Figure 1. Drive-strength map (run 1).
The bar under the picture is 100 µm long.
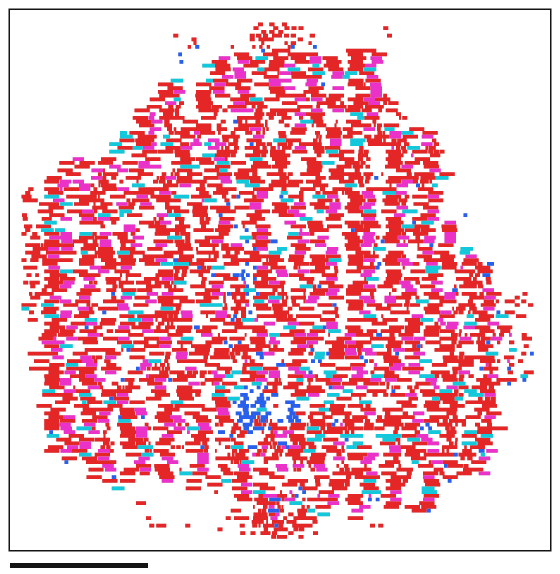
Figure 2. Sequential cells grouped by signal name (run 1).
The bar under the picture is 100 µm long. Other sequential cells in the stronger gray, the rest of the logic in the fainter gray.
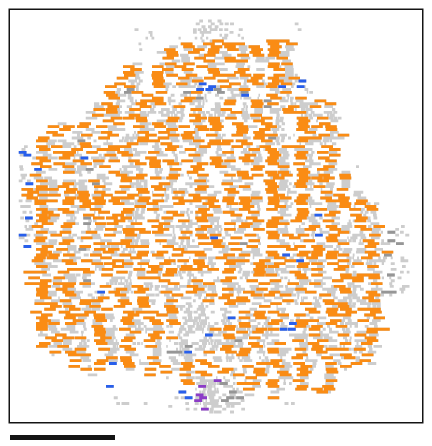
Figure 3. The clock network (run 1).
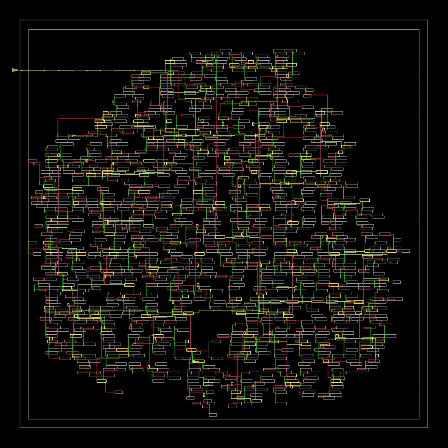
### src/rtl/reg_bank_wb.sv
// Write-back register bank: two registered read ports with same-edge
// write-to-read forwarding, one write port fed by the MEMtoReg selector,
// and a post-reset sweep that clears every register and seeds the stack
// pointer.
//
// Port 1/2 handshake: there is no valid/ready pair here. A read index applied
// in cycle t is always accepted and its operand appears after edge t+1. A
// write with reg_write=1 is always accepted in RUN. It is refused, and
// reported by write_dropped on the next cycle, while busy=1.
module reg_bank_wb #(
  parameter int DATA_W  = 32,
  parameter int ADDR_W  = 5,
  parameter int SP_REG  = 29,
  parameter int SP_INIT = 227
) (
  input  logic              clk,
  input  logic              reset,
  input  logic              reg_write,
  input  logic [ADDR_W-1:0] write_reg,
  input  logic [DATA_W-1:0] write_data,
  input  logic [ADDR_W-1:0] read_reg1,
  input  logic [ADDR_W-1:0] read_reg2,
  output logic [DATA_W-1:0] read_data1,
  output logic [DATA_W-1:0] read_data2,
  output logic              busy,
  output logic              write_dropped
);

  localparam int NREG = 1 << ADDR_W;
  localparam logic [ADDR_W:0]   CNT_LAST = (ADDR_W+1)'(NREG - 1);
  localparam logic [ADDR_W:0]   CNT_SP   = (ADDR_W+1)'(SP_REG);
  localparam logic [DATA_W-1:0] SP_VAL   = DATA_W'(SP_INIT);

  typedef enum logic {ST_INIT, ST_RUN} state_t;

  state_t state_q, state_d;

  // The counter is one bit wider than an index, so it does not wrap before
  // the terminal compare.
  logic [ADDR_W:0]   cnt_q, cnt_d;
  logic [DATA_W-1:0] regs_q [NREG];
  logic [DATA_W-1:0] regs_d [NREG];
  logic [DATA_W-1:0] rd1_q, rd1_d, rd2_q, rd2_d;
  logic              drop_q, drop_d;

  // Effective write for this edge: either the sweep write or the write-back port.
  logic              eff_we;
  logic [ADDR_W-1:0] eff_wa;
  logic [DATA_W-1:0] eff_wd;
  logic              sweep_last;
  logic              sample_reads;
  logic [DATA_W-1:0] fwd1, fwd2;

  // FSM state register, plus sweep counter and registered outputs.
  always_ff @(posedge clk) begin
    if (reset) begin
      state_q <= ST_INIT;
      cnt_q   <= '0;
      rd1_q   <= '0;
      rd2_q   <= '0;
      drop_q  <= 1'b0;
    end else begin
      state_q <= state_d;
      cnt_q   <= cnt_d;
      rd1_q   <= rd1_d;
      rd2_q   <= rd2_d;
      drop_q  <= drop_d;
    end
  end

  // FSM next state: leave INIT on the edge that sweeps the last register.
  always_comb begin
    state_d    = state_q;
    sweep_last = (state_q == ST_INIT) && (cnt_q == CNT_LAST);
    case (state_q)
      ST_INIT: if (sweep_last) state_d = ST_RUN;
      ST_RUN:  state_d = ST_RUN;
      default: state_d = ST_INIT;
    endcase
  end

  // FSM outputs: busy for all of INIT; reads are sampled in RUN and on the
  // final sweep edge.
  always_comb begin
    busy         = (state_q == ST_INIT);
    sample_reads = (state_q == ST_RUN) || sweep_last;
  end

  // Select the write that happens at this edge and advance the sweep counter.
  always_comb begin
    cnt_d = cnt_q;
    if (busy) begin
      eff_we = 1'b1;
      eff_wa = cnt_q[ADDR_W-1:0];
      eff_wd = (cnt_q == CNT_SP) ? SP_VAL : '0;
      cnt_d  = cnt_q + 1'b1;
    end else begin
      eff_we = reg_write && (write_reg != '0);
      eff_wa = write_reg;
      eff_wd = write_data;
    end
    drop_d = busy && reg_write;
  end

  // Next register file contents.
  always_comb begin
    for (int i = 0; i < NREG; i++) regs_d[i] = regs_q[i];
    if (eff_we) regs_d[eff_wa] = eff_wd;
  end

  // Read ports: reg 0 is hard zero, and a same-edge write is forwarded.
  always_comb begin
    if (read_reg1 == '0)                     fwd1 = '0;
    else if (eff_we && eff_wa == read_reg1)  fwd1 = eff_wd;
    else                                     fwd1 = regs_q[read_reg1];

    if (read_reg2 == '0)                     fwd2 = '0;
    else if (eff_we && eff_wa == read_reg2)  fwd2 = eff_wd;
    else                                     fwd2 = regs_q[read_reg2];

    rd1_d = sample_reads ? fwd1 : '0;
    rd2_d = sample_reads ? fwd2 : '0;
  end

  // Register storage: a reset edge leaves the contents untouched.
  always_ff @(posedge clk) begin
    if (!reset) begin
      for (int i = 0; i < NREG; i++) regs_q[i] <= regs_d[i];
    end
  end

  assign read_data1    = rd1_q;
  assign read_data2    = rd2_q;
  assign write_dropped = drop_q;

endmodule

### config.mk
export PLATFORM = sky130hd
export DESIGN_NAME = reg_bank_wb
export DESIGN_NICKNAME = d
export VERILOG_FILES = /design/src/rtl/reg_bank_wb.sv
export SDC_FILE = /design/constraint.sdc
export NUM_CORES = 1
export LEC_CHECK = 0
export CORE_MARGIN = 8
export CORE_UTILIZATION = 35
export DETAILED_ROUTE_END_ITERATION = 8
export PLACE_DENSITY = 0.56
export SYNTH_ARGS = -nofsm -noshare
export SYNTH_HDL_FRONTEND = slang
export SYNTH_SLANG_ARGS = --single-unit
### constraint.sdc
create_clock -name clk -period 4.9 [get_ports clk]
set_input_delay 0.98 -clock clk [delete_from_list [all_inputs] [get_ports clk]]
set_output_delay 0.98 -clock clk [all_outputs]
set_load 0.03 [all_outputs]
==> flow_summary_export.csv, run 1 <==
group,metric,value,unit
power,power,21000,µW
logic_synthesis,fp_nets,2735,
logic_synthesis,async_flop_share,0,%
power,peakVddDrop,0.284,mV
worst_setup_path,critPathSlowestCell,"nor2_4",
final_layout,regMostFlops,"regs_q",
power,combPwrFrac,6.7,%
drt,antenna_left,0,
global_route,gr-total-overflow,0,
worst_setup_path,cp-startpoint,"write_reg[3]",
logic_synthesis,ys_ff,1096,
sta,max_freq,282,MHz
final_layout,inverters,2,
logic_synthesis,mux_share,23.2,%
sta,setup_viol,0,
drt,drtIter0Drc,3162,
worst_setup_path,critPathMaxStageDelay,0.66,ns
hold_path,hp-start,"cnt_q[5]$_SDFFE_PP0N_",
logic_synthesis,adder_share,0.0504,%
place,dpl_cell_area,0.0537,mm²
worst_setup_path,path_class,"primary input to register",
power,pwr-share-clk,44.9,%
power,p_per_area,363,mW/mm²
run_status,outcome,"completed",
drt,viasPerCell,6.15,
hold_path,hold_class,"register to register",
drt,drt_pass1_iterations,6,
logic_synthesis,ys_sh_simple,1.95,%
place,gp_congestion,0.835,
global_route,use_met1,26.8,%
worst_setup_path,rr_endpoint,"regs_q[13][29]$_DFFE_PP_",
sta,tns,0,ns
sta,holdWs,0.524,ns
final_layout,final_core_util,41.0,%
final_layout,num_antenna_cells,2,
logic_synthesis,top_cell,"edfxtp_1",
power,pg_seq,10200,µW
power,p_sw_share,22.2,%
place,io_buffers,115,
cts,clk_latency,0.74,ns
final_layout,largest_reg_flops,1024,
flow_run,log.warning_count,28,
place,dp_slack,0.658,ns
floorplanning,num_io_pins,116,
logic_synthesis,syn_area_per_cell,18.5,µm²
worst_setup_path,worstPathCellList,"clkdlybuf4s50_1, or4_1, o21ai_2, a21oi_1, nand3b_1, buf_4, nor2_4, buf_4",
floorplanning,dieArea,0.154,mm²
global_route,top_usage_layer,"met2",
power,p_leak,0.0193,µW
cts,cts_hold_buf,0,
cts,cts-htree-levels,3,
final_layout,largest_class,"flip-flops and latches",
logic_synthesis,yosys_most_used_dff,"edfxtp_1",
drt,wl_met2,78800,µm
logic_synthesis,yosysChipArea,0.0497,mm²
final_layout,nClkBuffers,153,
power,cellInternalPower,16300,µW
final_layout,clk_share,7.14,%
worst_setup_path,path_buffers,3,
sta,worst_slack,1.35,ns
final_layout,seqCellArea,0.0322,mm²
logic_synthesis,edf_count,1024,
worst_setup_path,critPathMaxFanout,18,
sta,slew-limit-headroom,13.9,%
logic_synthesis,synth_top_area_share,61.9,%
global_route,grt_util_met3,4.74,%
floorplanning,core,0.141,mm²
cts,cts_resized,0,
global_route,grt_max_degree,97,
final_layout,comb_share,28.8,%
global_route,grt_pass1_wl,231000,µm
global_route,grtUsageMet2,34.0,%
worst_setup_path,cp_top_family,"buffers and inverters",
global_route,grt_usage,20.8,%
worst_setup_path,r2r-start,"state_q$_SDFF_PP0_",
Back to the opening pictures, Figure 1:
red -> x1 and smaller  # cells 2128, share 73%
magenta -> x2  # cells 444, share 15%
cyan -> x6 and larger  # cells 193, share 6.6%
blue -> x3 and x4  # cells 168, share 5.7%

Back to the opening pictures, Figure 2:
purple -> `cnt_q`  # flops 6, where bottom middle
blue -> `read_data2`  # flops 32, where spread over the die
orange -> `regs_q`  # flops 1024
not colored = 34

Back to the opening pictures, Figure 3:
number of CTS-inserted buffers: 117
final setup skew: 0.0527 ns
P_clk: 9430 µW
flip-flops: 1096
CTS sink count: 1096

==> run 2: changes to the inputs <==
Settings changed: PLACE_DENSITY 0.56 to 0.58.
Clock period 4.9 ns to 3.08 ns, I/O delays scaled along.
Figure 4. Sequential cells grouped by signal name (run 2).
The bar under the picture is 100 µm long. Other sequential cells in the stronger gray, the rest of the logic in the fainter gray.
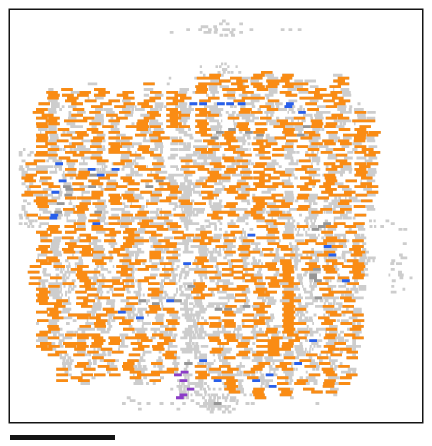
orange -> `regs_q`  # flops 1024
purple -> `cnt_q`  # flops 6, where bottom middle
blue -> `read_data2`  # flops 32, where spread over the die

==> run 2 against run 1 <==
Compared with the run above:
- area after synthesis stayed put
- die size stayed put
- sequential cell count stayed put
- utilization grew 1.3 points
- worst setup slack worse by 1.1 ns
- first-iteration DRC count is 13% higher
- wire length decreased by 1.7%
- critical path depth decreased by 5
- hold slack got worse by 0.022 ns
- critical endpoint is now busy
- highest routed layer unchanged
==> flow_summary_export.csv, run 2 <==
group,metric,value,unit
cts,cts_resized,0,
power,combPwrFrac,7.8,%
sta,clock_skew,0.0177,ns
final_layout,nClkBuffers,158,
sta,holdWs,0.503,ns
logic_synthesis,async_flop_share,0,%
final_layout,clk_share,6.19,%
logic_synthesis,yosysChipArea,0.0497,mm²
worst_setup_path,path_class,"register to primary output",
global_route,grtUsageMet2,34.1,%
power,power,32500,µW
sta,setup_viol,0,
final_layout,regMostFlops,"regs_q",
logic_synthesis,top_cell,"edfxtp_1",
drt,viasPerCell,6.06,
sta,slew-limit-headroom,16.1,%
logic_synthesis,adder_share,0.0504,%
final_layout,design.seq.count,1096,
hold_path,hold_class,"primary input to register",
power,p_leak,0.0203,µW
drt,wl_met2,78700,µm
worst_setup_path,critPathMaxStageDelay,0.60,ns
floorplanning,dieArea,0.154,mm²
worst_setup_path,path_buffers,3,
power,p_per_area,543,mW/mm²
power,cellInternalPower,25200,µW
drt,drtIter0Drc,3578,
cts,cts_hold_buf,0,
drt,antenna_left,0,
hold_path,hp-start,"read_reg1[4]",
global_route,grt_util_met3,3.79,%
power,pg_seq,16200,µW
sta,tns,0,ns
global_route,grt_pass1_wl,230000,µm
final_layout,num_antenna_cells,4,
floorplanning,core,0.141,mm²
worst_setup_path,rr_endpoint,"regs_q[28][8]$_DFFE_PP_",
power,pwr-share-clk,42.4,%
logic_synthesis,ys_sh_simple,1.95,%
final_layout,largest_reg_flops,1024,
sta,max_freq,354,MHz
worst_setup_path,critPathSlowestCell,"dfxtp_2",
worst_setup_path,r2r-start,"state_q$_SDFF_PP0_",
global_route,gr-total-overflow,0,
logic_synthesis,yosys_most_used_dff,"edfxtp_1",
flow_run,log.warning_count,29,
global_route,top_usage_layer,"met2",
run_status,outcome,"completed",
final_layout,seqCellArea,0.0322,mm²
power,p_sw_share,22.5,%
cts,cts_buffers,114,
floorplanning,num_io_pins,116,
cts,cts-htree-levels,3,
place,dp_slack,-0.304,ns
logic_synthesis,edf_count,1024,
Power figures rest on the tool's default switching activity, not on a simulated workload.
